Run 1, placed standard cells:
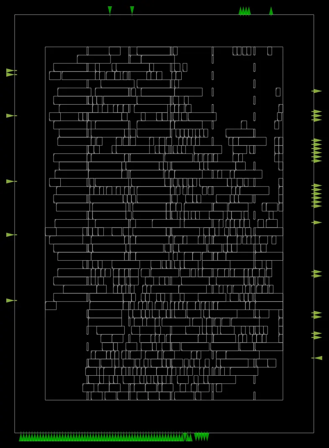
Run 1, placement by cell class:
Fill, decap, tap and diode cells in gray.
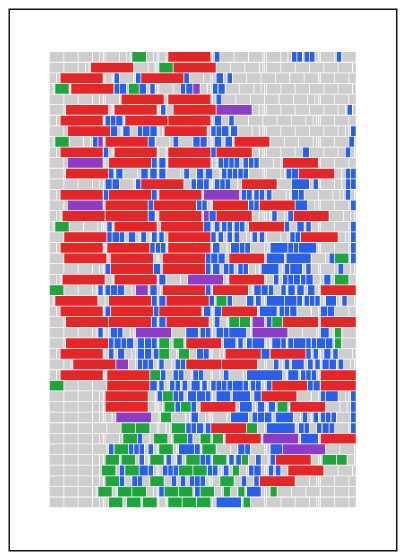
Run 1, wires at chosen ports, followed through buffers:
Bar = 20 microns.
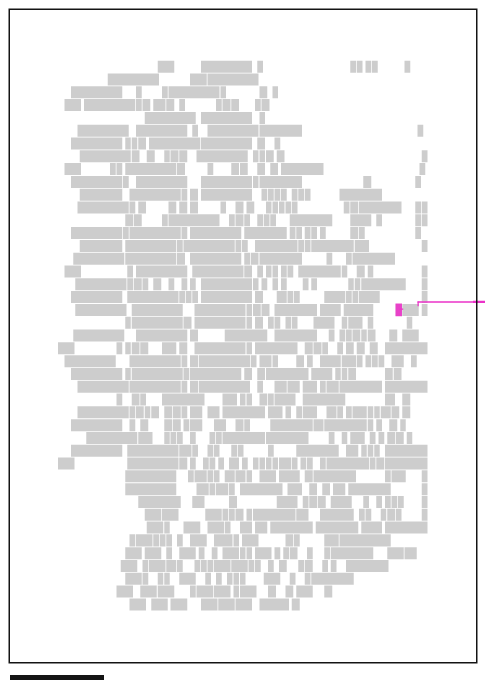
Run 1, signal metal coverage by tile:
20 x 28 tiles, from dark blue (low) to red (high), scaled to the fullest tile. Values are wire area over tile area, all layers added.
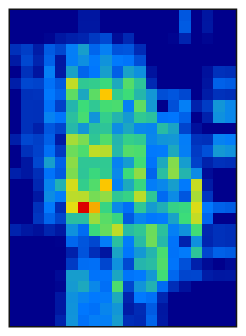
## src/rtl/mmio_uart_tx.sv

```systemverilog
// Memory-mapped 8N1 UART transmitter with a circular TX FIFO.
// TXDATA at BASE+0 (write-only), STATUS at BASE+4: {count, overflow, busy, empty, full}.
module mmio_uart_tx #(
    parameter logic [31:0] BASE_ADDR    = 32'h1000_0000,
    parameter int          CLKS_PER_BIT = 868,
    parameter int          FIFO_DEPTH   = 8
) (
    input  logic        clk,
    input  logic        reset,
    input  logic        write_EN,
    input  logic        read_EN,
    input  logic [1:0]  data_type,
    input  logic [31:0] address,
    input  logic [31:0] write_data,
    output logic [31:0] read_data,
    output logic        tx,
    output logic        irq
);
    localparam int PW = $clog2(FIFO_DEPTH);
    localparam int CW = $clog2(FIFO_DEPTH + 1);
    localparam int BW = (CLKS_PER_BIT > 1) ? $clog2(CLKS_PER_BIT) : 1;

    typedef enum logic [1:0] {IDLE, START, DATA, STOP} state_t;

    state_t          state_q, state_d;
    logic [BW-1:0]   bit_cnt_q, bit_cnt_d;
    logic [2:0]      bit_idx_q, bit_idx_d;
    logic [7:0]      shift_q, shift_d;
    logic            tx_q, tx_d;

    logic [7:0]      mem [FIFO_DEPTH];
    logic [PW-1:0]   wr_ptr, rd_ptr;
    logic [CW-1:0]   count;
    logic [3:0]      count4;
    logic            overflow;

    logic sel, txdata_sel, status_sel;
    logic full, empty, busy, bit_end;
    logic push_req, push, pop, ovf_clr;
    logic unused_ok;

    assign sel        = (address[31:3] == BASE_ADDR[31:3]);
    assign txdata_sel = sel && !address[2];
    assign status_sel = sel && address[2];

    assign full    = (count == CW'(FIFO_DEPTH));
    assign empty   = (count == '0);
    assign busy    = (state_q != IDLE);
    assign count4  = 4'(count);
    assign bit_end = (bit_cnt_q == BW'(CLKS_PER_BIT - 1));

    // A full FIFO still accepts a store when the serializer frees a slot on the same edge.
    assign pop      = (state_q == IDLE) && !empty;
    assign push_req = write_EN && txdata_sel;
    assign push     = push_req && (!full || pop);
    assign ovf_clr  = write_EN && status_sel && write_data[3];

    assign unused_ok = ^{data_type, address[1:0], write_data[31:8]};

    always_ff @(posedge clk) begin
        if (push) mem[wr_ptr] <= write_data[7:0];
    end

    always_ff @(posedge clk or negedge reset) begin
        if (!reset) begin
            wr_ptr   <= '0;
            rd_ptr   <= '0;
            count    <= '0;
            overflow <= 1'b0;
        end else begin
            if (push) wr_ptr <= wr_ptr + 1'b1;
            if (pop)  rd_ptr <= rd_ptr + 1'b1;
            if (push && !pop)      count <= count + 1'b1;
            else if (pop && !push) count <= count - 1'b1;
            if (push_req && full && !pop) overflow <= 1'b1;
            else if (ovf_clr)             overflow <= 1'b0;
        end
    end

    always_ff @(posedge clk or negedge reset) begin
        if (!reset) begin
            state_q   <= IDLE;
            bit_cnt_q <= '0;
            bit_idx_q <= '0;
            shift_q   <= '0;
            tx_q      <= 1'b1;
        end else begin
            state_q   <= state_d;
            bit_cnt_q <= bit_cnt_d;
            bit_idx_q <= bit_idx_d;
            shift_q   <= shift_d;
            tx_q      <= tx_d;
        end
    end

    // tx is registered alongside the state so the line only moves on a clock edge.
    always_comb begin
        state_d   = state_q;
        bit_cnt_d = bit_cnt_q;
        bit_idx_d = bit_idx_q;
        shift_d   = shift_q;
        tx_d      = tx_q;
        case (state_q)
            IDLE: begin
                tx_d      = 1'b1;
                bit_cnt_d = '0;
                if (!empty) begin
                    state_d = START;
                    shift_d = mem[rd_ptr];
                    tx_d    = 1'b0;
                end
            end
            START: begin
                if (bit_end) begin
                    state_d   = DATA;
                    bit_cnt_d = '0;
                    bit_idx_d = '0;
                    tx_d      = shift_q[0];
                end else begin
                    bit_cnt_d = bit_cnt_q + 1'b1;
                end
            end
            DATA: begin
                if (bit_end) begin
                    bit_cnt_d = '0;
                    if (bit_idx_q == 3'd7) begin
                        state_d = STOP;
                        tx_d    = 1'b1;
                    end else begin
                        bit_idx_d = bit_idx_q + 1'b1;
                        shift_d   = shift_q >> 1;
                        tx_d      = shift_q[1];
                    end
                end else begin
                    bit_cnt_d = bit_cnt_q + 1'b1;
                end
            end
            STOP: begin
                if (bit_end) begin
                    state_d   = IDLE;
                    bit_cnt_d = '0;
                    tx_d      = 1'b1;
                end else begin
                    bit_cnt_d = bit_cnt_q + 1'b1;
                end
            end
            default: state_d = IDLE;
        endcase
    end

    always_comb begin
        read_data = 32'h0;
        if (read_EN && status_sel)
            read_data = {24'h0, count4, overflow, busy, empty, full};
    end

    assign tx  = tx_q;
    assign irq = empty && (state_q == IDLE);

endmodule

```

## config.mk

```make
export PLATFORM = sky130hd
export DESIGN_NAME = mmio_uart_tx
export DESIGN_NICKNAME = d
export VERILOG_FILES = /design/src/rtl/mmio_uart_tx.sv
export SDC_FILE = /design/constraint.sdc
export NUM_CORES = 1
export LEC_CHECK = 0
export ABC_AREA = 1
export CAP_MARGIN = 10
export CORE_ASPECT_RATIO = 1.5
export CORE_MARGIN = 10
export CORE_UTILIZATION = 51
export DETAILED_ROUTE_END_ITERATION = 10
export GPL_ROUTABILITY_DRIVEN = 1
export PLACE_DENSITY = 0.8
export SLEW_MARGIN = 20
export SYNTH_ARGS = -nofsm -noshare
export SYNTH_HDL_FRONTEND = slang
export SYNTH_SLANG_ARGS = --single-unit
```

## constraint.sdc

```tcl
create_clock -name clk -period 2.7 [get_ports clk]
set_input_delay 0.54 -clock clk [delete_from_list [all_inputs] [get_ports clk]]
set_output_delay 0.54 -clock clk [all_outputs]
set_load 0.01 [all_outputs]
```

==> reports/metrics.cfg, run 1 <==
[outcome]
status = finished, final reports clean

[yosys]
yosys_warnings = 0
synth.top_cells.by_count = nand2_1 (132), nor2_1 (72), edfxtp_1 (64)
synth_area_leader_cell = edfxtp_1
area_leaders = edfxtp_1 (40%), dfrtp_1 (18%), nand2_1 (10%)
synth_area_per_cell_sq_um = 9.46
netlist_area_sq_mm = 0.00478
ys_async_sr_fraction_pct = 35.4

[setup_path]
cp_slowest_stage_delay_ns = 0.45
crit_end = read_data[0]
setup.worst_path.start = address[28]
worst_setup_path_end_kind = output port
r2r_slack_ns = 0.31

[power]
seqPwrFrac_pct = 54.2
finalPower_mw = 2.98

[grt]
grt_busiest_layer = met2
grt_use_met3_pct = 4.54
grt_antenna_before_repair = 0
grt-ovfl-total = 0

[clocking]
htree_levels = 3
cts_setup_buffers = 0
tritoncts.num_buffers = 9

[route]
drtIter0Drc = 211
routed_via_density = 5.12
drc_errors = 0
routed.top_layer = met4

[sta]
hold_violations = 0

[floorplan]
num_io_pins = 104
core_area_sq_mm = 0.00920

[final_layout]
diodes = 0
final_cells = 688
final_util_pct = 62.0
syn2layout_area_growth_pct = 19.4

[placed_design]
dp_slack_ns = -0.346

-- 'placed standard cells' (at the start) --
# Taps: 112
Rows: 43
flop share of the area: 49.1%
Fillers: 745

-- 'placement by cell class' (at the start) --
[green] remaining buffers and delay cells | cells: 70 | share of their area: 11%
[red] registers | cells: 99 | share of their area: 50%
[blue] remaining logic cells | cells: 391 | share of their area: 33%
[purple] clock drivers and dummy loads | cells: 16 | share of their area: 5.3%

-- 'wires at chosen ports, followed through buffers' (at the start) --
[magenta] `irq` | bits: 1 | direction: output | end cells: 1 | buffers: 1 | wire: 13.4 microns

-- 'signal metal coverage by tile' (at the start) --
fullest tile: 0.60
tiles over half the peak: 8.9%
emptiest ninth of the die: top right
nearly empty tiles: 28%
densest ninth of the die: middle

## run 1: power groups by stage
stage / clock network, mW / registers (mW) / logic, mW
after global placement: 0 / 1.65 / 0.104
after detailed placement: 0 / 1.65 / 0.107
final: 1.26 / 1.62 / 0.108
after CTS: 1.27 / 1.62 / 0.108
after floorplan: 0 / 1.65 / 0.0489
after global routing: 1.35 / 1.61 / 0.121
## run 1: cell usage in the layout (no fill, tap or decap), types with 3 or more instances in the layout
master	instances
nand2_1	132
nor2_1	70
edfxtp_1	64
nand3_1	62
clkdlybuf4s50_1	43
dfrtp_1	34
inv_1	30
conb_1	24
buf_4	19
o21ai_0	12
ha_1	12
a21oi_1	9
clkbuf_16	9
clkbuf_2	8
xor2_1	5
nor3_1	4
nand4_1	4
nor2_2	3
xnor2_1	3
clkinv_1	3
## run 1: cell type report
cell class              instances  share of cell area (%)
clock buffers                  11                    4.08
clock inverters                 5                    1.08
inverters                      35                    2.30
multi-input cells             356                    30.3
flip-flops and latches         99                    49.1
well taps                     112                    2.46
repair buffers                 70                    10.8
## run 1: registers in the layout (all words and copies together) (netlist names)
register   count
tx             1
bit_idx_q      3
shift_q        8
overflow       1
mem           64
state_q        2
rd_ptr         3
count          4
bit_cnt_q     10
wr_ptr         3
## run 1: kinds of logic after synthesis
family / count (synthesis) / share of synthesized area (%)
DFF: 99 / 58.6
buffers and inverters: 73 / 7.91
adders and majority gates: 14 / 3.83
other: 1 / 0.0785
and+or+nand+nor: 284 / 25.1
xor gates and xnor gates: 8 / 1.47
AOI/OAI and AO/OA: 26 / 2.99
## run 1: critical path: cells and delay by family
family,cells,cell delay (ns)
buffers and inverters,4,0.77
AND/OR/NAND/NOR,7,0.70
==> run 2, diff against run 1 <==
- ABC_AREA: 1 -> 0
- HOLD_SLACK_MARGIN: unset -> 0.02
==> reports/metrics.cfg, run 2 <==
[clocking]
tritoncts.num_buffers = 9  ; unchanged
cts_setup_buffers = 3  ; was 0

[yosys]
netlist_area_sq_mm = 0.00473  ; was 0.00478 sq mm
area_leaders = edfxtp_1 (41%), dfrtp_1 (18%), mux4_2 (7.6%)  ; was edfxtp_1 (40%), dfrtp_1 (18%), nand2_1 (10%)
synth_area_leader_cell = edfxtp_1  ; unchanged
yosys_warnings = 0  ; unchanged
ys_async_sr_fraction_pct = 35.4  ; unchanged
synth_area_per_cell_sq_um = 14.1  ; was 9.46 sq um
synth.top_cells.by_count = edfxtp_1 (64), dfrtp_1 (34), buf_4 (24)  ; was nand2_1 (132), nor2_1 (72), edfxtp_1 (64)

[final_layout]
diodes = 0  ; unchanged
most-common-layout-cells = edfxtp_1 (64), clkdlybuf4s50_1 (36), buf_4 (34)  ; was nand2_1 (132), nor2_1 (70), edfxtp_1 (64)
largest_reg_flops = 64  ; unchanged
layout_top_cell = edfxtp_1  ; was nand2_1
largest-register = mem  ; unchanged
reg_top3 = mem: 64 flops, bit_cnt_q: 10 flops, shift_q: 8 flops  ; unchanged
syn2layout_area_growth_pct = 25.3  ; was 19.4%
fillers = 676  ; was 745
final_cells = 536  ; was 688

[route]
drc_errors = 0  ; unchanged
drtIter0Drc = 148  ; was 211
routed_via_density = 5.55  ; was 5.12

[grt]
grt_antenna_before_repair = 0  ; unchanged
grt-ovfl-total = 0  ; unchanged

[sta]
setup_viol = 1  ; was 0
finalWorstSetupSlack_ns = -0.00515  ; was 0.141 ns

[power]
maxPowerGroup = sequential cells  ; unchanged
seqPwrFrac_pct = 52.5  ; was 54.2%
finalPower_mw = 3.08  ; was 2.98 mW
comb-power_mw = 0.121  ; was 0.108 mW
pg_seq_mw = 1.62  ; about the same

[floorplan]
num_io_pins = 104  ; unchanged

[outcome]
status = finished with violations  ; was finished, final reports clean
violations = negative setup slack

[setup_path]
cp_slowest_stage_delay_ns = 0.43  ; was 0.45 ns

-- run 2: netlist changes by cell type after synthesis, sizes merged, moves of 8 or more --
cell / previous run / this run
nand2: 132 / 10
nand3: 65 / 6
inv: 32 / 12
nor4: 0 / 14
mux4: 0 / 16
nor2: 74 / 23
mux2: 0 / 8
o21ai: 14 / 4
-- run 2: cell families after synthesis --
family	count (synthesis)	share of synthesized area (%)
buffers and inverters	49	6.21
AND-OR/OR-AND	32	4.92
AND/OR/NAND/NOR	97	12.0
flip-flops	99	59.1
adder cells (fa/ha/maj)	14	3.86
other	1	0.0792
XOR/XNOR	15	2.78
multiplexers	29	11.0
-- run 2: how the worst max path moves through the flow --
stage                startpoint            to  cells after the start
finish               address[3]  read_data[2]                      6
floorplan              count[0]      count[3]                     10
detailed placement  address[19]      count[3]                     11
global placement     address[7]  read_data[7]                      6
CTS                 address[31]  read_data[5]                      7
global route         address[3]  read_data[2]                      6
-- run 2: critical path: cells and delay by family --
| family | cells | cell delay [ns] |
|---|---|---|
| buf+inv | 3 | 0.82 |
| simple gates | 3 | 0.81 |
-- run 2: per-layer routing --
metal | global-route usage (%) | wire (microns) | vias to the layer above
met5 | 0 | 0 | -
met4 | 8.39 | 297 | 0
met1 | 15.4 | 3720 | 1511
met3 | 3.89 | 419 | 22
li1 | - | - | 1378
met2 | 29.4 | 5920 | 66
-- run 2: final cells by class --
| cell class | count | area [sq um] | area share [%] |
|---|---|---|---|
| Clock buffer | 9 | 225 | 3.80 |
| Clock inverter | 7 | 90.1 | 1.52 |
| Tap cell | 112 | 140 | 2.36 |
| Inverter | 12 | 45.0 | 0.760 |
| Timing Repair Buffer | 86 | 754 | 12.7 |
| Sequential cell | 99 | 2800 | 47.2 |
| Multi-Input combinational cell | 211 | 1870 | 31.6 |
Run 2, placed standard cells:
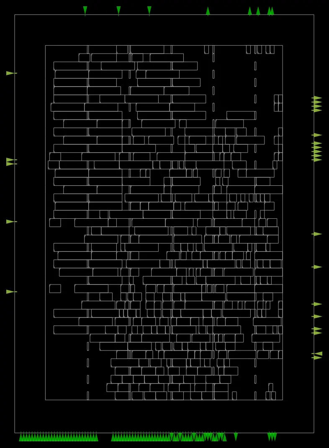
Core Util, Final: 64.8%
core area: 0.00915 sq mm
flop count: 99

Run 2, placement by cell class:
Fill, decap, tap and diode cells in gray.
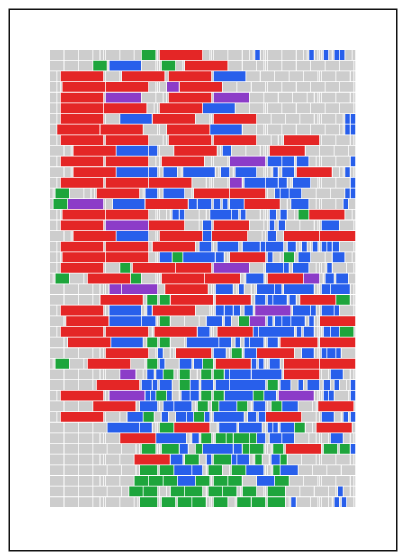
[red] registers | cells: 99 | share of their area: 48%
[green] remaining buffers and delay cells | cells: 86 | share of their area: 13%
[blue] remaining logic cells | cells: 223 | share of their area: 33%
[purple] clock drivers and dummy loads | cells: 16 | share of their area: 5.4%

==> run 3, diff against run 2 <==
- GPL_ROUTABILITY_DRIVEN: 1 -> 0
==> reports/metrics.cfg, run 3 <==
[route]
routed_via_density = 5.55  ; unchanged
drtIter0Drc = 148  ; unchanged
drc_errors = 0  ; unchanged

[yosys]
synth_area_leader_cell = edfxtp_1  ; unchanged
synth_area_per_cell_sq_um = 14.1  ; unchanged
synth.top_cells.by_count = edfxtp_1 (64), dfrtp_1 (34), buf_4 (24)  ; unchanged
area_leaders = edfxtp_1 (41%), dfrtp_1 (18%), mux4_2 (7.6%)  ; unchanged
yosys_warnings = 0  ; unchanged
netlist_area_sq_mm = 0.00473  ; unchanged

[final_layout]
reg_top3 = mem: 64 flops, bit_cnt_q: 10 flops, shift_q: 8 flops  ; unchanged
syn2layout_area_growth_pct = 25.3  ; unchanged
largest_reg_flops = 64  ; unchanged
most-common-layout-cells = edfxtp_1 (64), clkdlybuf4s50_1 (36), buf_4 (34)  ; unchanged
layout_top_cell = edfxtp_1  ; unchanged
diodes = 0  ; unchanged

[grt]
grt_antenna_before_repair = 0  ; unchanged
grt-ovfl-total = 0  ; unchanged

[sta]
hold_violations = 0  ; unchanged
finalWorstSetupSlack_ns = -0.00515  ; unchanged
setup_viol = 1  ; unchanged

[outcome]
violations = negative setup slack  ; unchanged
status = finished with violations  ; unchanged

[setup_path]
critPathTopFamily = buffers and inverters  ; unchanged
r2r_slack_ns = 0.09  ; about the same
setup.worst_path.start = address[3]  ; unchanged

[placed_design]
dp_slack_ns = -0.435  ; unchanged

[clocking]
tritoncts.num_buffers = 9  ; unchanged
cts_setup_buffers = 3  ; unchanged

[power]
seqPwrFrac_pct = 52.5  ; about the same
finalPower_mw = 3.08  ; unchanged

[floorplan]
core_area_sq_mm = 0.00915  ; unchanged

==> run 3: cell counts after synthesis <==
Identical to the previous run, type by type.
==> run 3: cell families after synthesis <==
group / after synthesis / synth area share, %
DFF: 99 / 59.1
and+or+nand+nor: 97 / 12.0
buffers and inverters: 49 / 6.21
AOI/OAI and AO/OA: 32 / 4.92
muxes: 29 / 11.0
xor gates and xnor gates: 15 / 2.78
adders and majority gates: 14 / 3.86
other: 1 / 0.0792
==> run 3: through the flow <==
| stage | setup TNS, ns | util, % |
|---|---|---|
| finish | -0.00515 | 64.8 |
| global route | -0.421 | 64.8 |
| CTS | -0.00954 | 63.8 |
| detailed placement | -4.40 | 59.8 |
| global placement | -3.64 | 59.8 |
| floorplan | 0 | - |
==> run 3: routing by layer <==
metal  track usage [%]  share of wire [%]
met1              15.4                 36
met4              8.39                2.9
met3              3.89                4.0
met2              29.4                 57
met5                 0                  0
==> run 3: area by class of cell <==
type | instances | area [sq um]
sequential | 99 | 2800
multi-input combinational | 211 | 1870
clock inverter | 7 | 90.1
fill | 676 | 3220
timing repair buffer | 86 | 754
tap | 112 | 140
clock buffer | 9 | 225
inverter | 12 | 45.0
==> run 3: power groups by stage <==
stage          registers, mW  clock network [mW]  logic [mW]
5_1_grt                 1.61                1.44       0.131
3_3_place_gp            1.65                   0       0.108
6_report                1.62                1.34       0.121
4_1_cts                 1.62                1.36       0.117
2_1_floorplan           1.65                   0      0.0492
3_5_place_dp            1.65                   0       0.112
==> run 3: how the worst max path moves through the flow <==
stage | endpoint | cells after the start
2_1_floorplan | count[3] | 10
3_3_place_gp | read_data[7] | 6
3_5_place_dp | count[3] | 11
4_1_cts | read_data[5] | 7
5_1_grt | read_data[2] | 6
6_report | read_data[2] | 6
Run 3, placed standard cells:
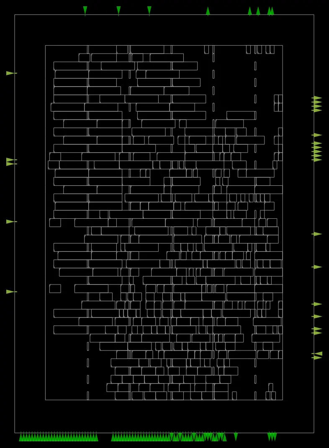
Fillers: 676
flop share of the area: 47.2%
Post-Layout Cell Count: 536

Run 3, signal metal coverage by tile:
20 x 28 tiles, from dark blue (low) to red (high), scaled to the fullest tile. Values are wire area over tile area, all layers added.
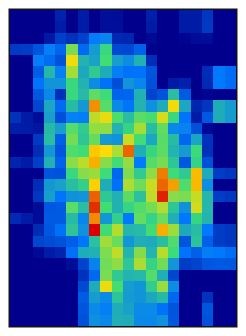
mean over tiles: 0.12
tiles over half the peak: 17%
fullest tile: 0.48
densest ninth of the die: middle
nearly empty tiles: 29%

Power and IR drop assume default switching activity.
